`config.mk`:
```
export PLATFORM = sky130hd
export DESIGN_NAME = k423_if_ibuf
export DESIGN_NICKNAME = d
export VERILOG_FILES = /design/src/rtl/k423_if_ibuf.sv
export SDC_FILE = /design/constraint.sdc
export NUM_CORES = 1
export LEC_CHECK = 0
export CAP_MARGIN = 0
export CORE_MARGIN = 8
export CORE_UTILIZATION = 46
export CTS_BUF_LIST = sky130_fd_sc_hd__clkbuf_2
export DETAILED_ROUTE_END_ITERATION = 8
export PLACE_DENSITY_LB_ADDON = 0.08
export SYNTH_ARGS = -nofsm -noshare
export SYNTH_HDL_FRONTEND = slang
export SYNTH_SLANG_ARGS = --single-unit
export TNS_END_PERCENT = 30
```
`constraint.sdc`:
```
create_clock -name clk_i -period 3.85 [get_ports clk_i]
set_clock_uncertainty 0.2 [all_clocks]
set_input_delay 0.77 -clock clk_i [delete_from_list [all_inputs] [get_ports clk_i]]
set_output_delay 0.77 -clock clk_i [all_outputs]
set_load 0.02 [all_outputs]
```
`src/rtl/k423_if_ibuf.sv`:
```
// Instruction buffer between fetch and decode: a circular FIFO of fetched words, PCs and fault flags.
// Optional same-cycle fetch-to-decode bypass when empty: define K423_IBUF_BYPASS_EN.
`ifndef CORE_INST_W
`define CORE_INST_W 32
`endif
`ifndef CORE_XLEN
`define CORE_XLEN 32
`endif

module k423_if_ibuf #(
    parameter int DEPTH = 4
) (
    input  logic                      clk_i,
    input  logic                      rst_i,
    input  logic                      flush_i,
    input  logic                      fetch_vld_i,
    output logic                      fetch_rdy_o,
    input  logic [`CORE_INST_W-1:0]   fetch_inst_i,
    input  logic [`CORE_XLEN-1:0]     fetch_pc_i,
    input  logic                      fetch_fault_i,
    output logic                      if_vld_o,
    input  logic                      id_rdy_i,
    output logic [`CORE_INST_W-1:0]   if_inst_o,
    output logic [`CORE_XLEN-1:0]     if_pc_o,
    output logic                      if_fault_o,
    output logic [$clog2(DEPTH):0]    ibuf_cnt_o
);

    localparam int PW = $clog2(DEPTH);
    localparam int CW = PW + 1;

    logic [`CORE_INST_W-1:0] r_inst [DEPTH];
    logic [`CORE_XLEN-1:0]   r_pc   [DEPTH];
    logic [DEPTH-1:0]        r_fault;
    logic [PW-1:0]           r_rd_ptr;
    logic [PW-1:0]           r_wr_ptr;
    logic [CW-1:0]           r_count;

    logic w_empty;
    logic w_full;
    logic w_byp;
    logic w_byp_take;
    logic w_vld;
    logic w_enq;
    logic w_deq;

    function automatic logic [PW-1:0] f_next(input logic [PW-1:0] p);
        return (p == PW'(DEPTH - 1)) ? '0 : p + 1'b1;
    endfunction

    assign w_empty = (r_count == '0);
    assign w_full  = (r_count == CW'(DEPTH));

`ifdef K423_IBUF_BYPASS_EN
    // Reset gates the bypass so the output drops the moment reset asserts.
    assign w_byp = w_empty & fetch_vld_i & ~flush_i & ~rst_i;
`else
    assign w_byp = 1'b0;
`endif

    assign w_byp_take  = w_byp & id_rdy_i;
    assign w_vld       = (~w_empty & ~flush_i) | w_byp;
    assign fetch_rdy_o = ~w_full | (id_rdy_i & w_vld);
    // A bypassed word consumed by decode never occupies storage.
    assign w_enq       = fetch_vld_i & fetch_rdy_o & ~flush_i & ~w_byp_take;
    assign w_deq       = ~w_empty & id_rdy_i & ~flush_i;
    assign ibuf_cnt_o  = r_count;

    always_comb begin
        if_vld_o   = w_vld;
        if_inst_o  = '0;
        if_pc_o    = '0;
        if_fault_o = 1'b0;
        if (w_byp) begin
            if_inst_o  = fetch_inst_i;
            if_pc_o    = fetch_pc_i;
            if_fault_o = fetch_fault_i;
        end else if (w_vld) begin
            if_inst_o  = r_inst[r_rd_ptr];
            if_pc_o    = r_pc[r_rd_ptr];
            if_fault_o = r_fault[r_rd_ptr];
        end
    end

    always_ff @(posedge clk_i or posedge rst_i) begin
        if (rst_i) begin
            r_rd_ptr <= '0;
            r_wr_ptr <= '0;
            r_count  <= '0;
        end else if (flush_i) begin
            r_rd_ptr <= '0;
            r_wr_ptr <= '0;
            r_count  <= '0;
        end else begin
            if (w_enq) begin
                r_wr_ptr <= f_next(r_wr_ptr);
            end
            if (w_deq) begin
                r_rd_ptr <= f_next(r_rd_ptr);
            end
            if (w_enq && !w_deq) begin
                r_count <= r_count + 1'b1;
            end else if (!w_enq && w_deq) begin
                r_count <= r_count - 1'b1;
            end
        end
    end

    // Storage is never observable while empty, so it carries no reset.
    always_ff @(posedge clk_i) begin
        if (w_enq) begin
            r_inst[r_wr_ptr]  <= fetch_inst_i;
            r_pc[r_wr_ptr]    <= fetch_pc_i;
            r_fault[r_wr_ptr] <= fetch_fault_i;
        end
    end

endmodule

```
Figure 1. Track usage over the die.
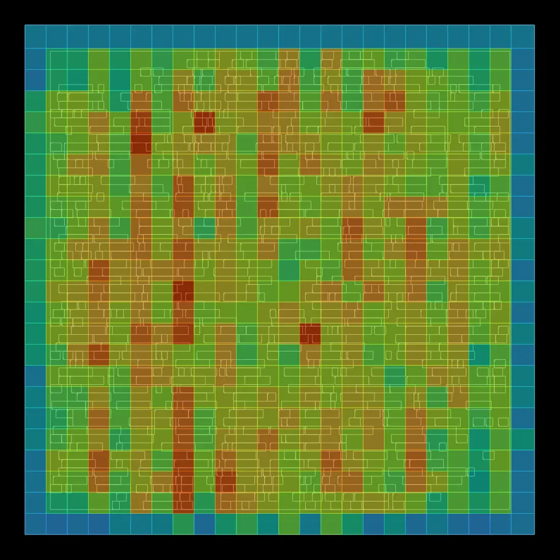
met1 Use GR: 0.181
GRT Max-Usage Layer: met2
global routing met3 resource utilization: 0.0521
fin util: 0.576

Figure 2. Logic cells by family.
Scale bar: 50 µm.
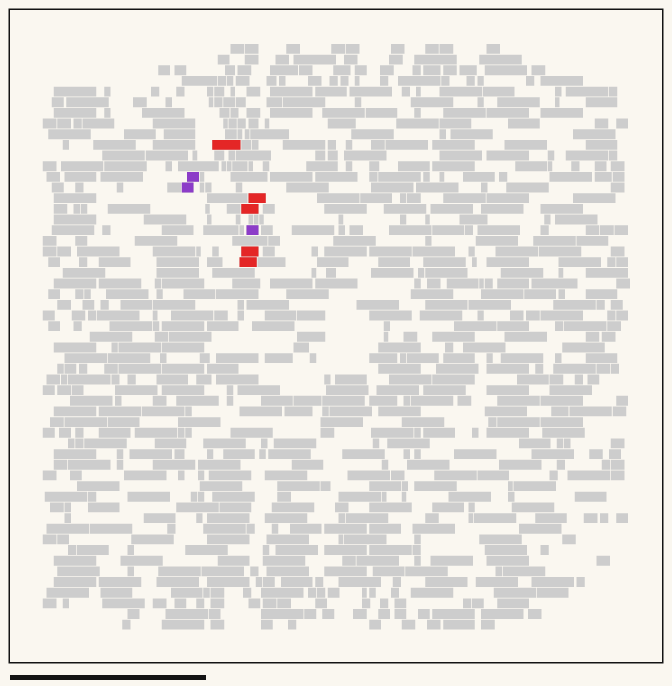
colour	family	cells
purple	xor and xnor cells	3
red	fa/ha/maj cells	5
Post-Layout Cell Count: 1019
dominant logic cell type in the layout: edfxtp_1
Comb area share: 0.173

==> out/results.txt <==
seq pwr: 3.45 mW
mux share: 0.143
Filler Cells Inserted: 1760
all-layer global routing usage: 0.155
Synth Area in XOR/XNOR: 0.00253
# Cells Yosys: 473
drt drc: 0
DR iter-0 viols: 285
inverter count: 7
flop share of the area: 0.618
GR Util met2: 0.261
IR drop worst, VDD: 280 µV
worst path cell trace: buf_4, buf_4, mux4_2, and2_1, clkdlybuf4s50_1
Basic Gates by Area: 0.0531
Plain + repair buffers: 165
status: complete, no violations
Pre-Repair DR Iteration Count: 4
Avg Inst Size Synth: 22.0 µm²
internal power: 5.32 mW
EDFF count, synth: 260
Latency at later pin: 760 ps
Adder Share, Synth: 0.00674
Mapped Cells: 473
most numerous logic cells after layout: 260 x edfxtp_1, 95 x clkbuf_2, 90 x clkdlybuf4s50_1
placed cell area: 12300 µm²
Period minus WS final: 3700 ps
# rows: 55
Buf/Inv on CP: 3
Routed WL: 20900 µm
Tightest Hold Check Type: reg2reg
Setup WS post-layout: 150 ps
P&R area growth vs syn: 24.4%
Logic Gate Count: 175
setup TNS: 0 ps
die area: 27700 µm²
crit-path max cell delay: 530 ps
FF-to-FF Start: ibuf_cnt_o[2]$_DFFE_PP0P_
clock-net power: 1.80 mW
cts hold-fix bufs: 1
maximum clock path buffer count: 3
Post-synth top cells: 260 x edfxtp_1, 69 x and2_1, 65 x mux4_2
placed cells: 890
CP Class: reg2out
largest net degree at the start of global routing: 67
Distinct lib cells used: 35
Tapcells: 285
total power: 7.64 mW
hold wc startpoint: r_wr_ptr[1]$_DFFE_PP0P_
Root Driver: clkbuf_2
Compound Share, Synth: 0.00722
Die Width: 166 µm
Async SR Flop Fraction: 0.0262
CP max FO: 3
I/O pins: 140
Post-Layout Inst Area: 12900 µm²
==> how the worst max path moves through the flow <==
stage | slack (ps) | to | startpoint | cells past startpoint
after floorplan | 540 | r_fault[0]$_DFFE_PP_ | flush_i | 3
after global placement | 390 | if_inst_o[0] | flush_i | 5
after detailed placement | 340 | if_inst_o[0] | flush_i | 5
after CTS | 5 | if_inst_o[19] | r_rd_ptr[0]$_DFFE_PP0P_ | 5
after global routing | -7 | if_inst_o[0] | r_rd_ptr[0]$_DFFE_PP0P_ | 5
final | 150 | if_inst_o[19] | r_rd_ptr[0]$_DFFE_PP0P_ | 5
==> metal layers <==
layer,vias up,wire (µm)
met5,-,0
met4,0,434
met3,44,1340
met2,174,10400
met1,2665,8650
li1,2377,-
Power figures rest on the tool's default switching activity, not on a simulated workload.
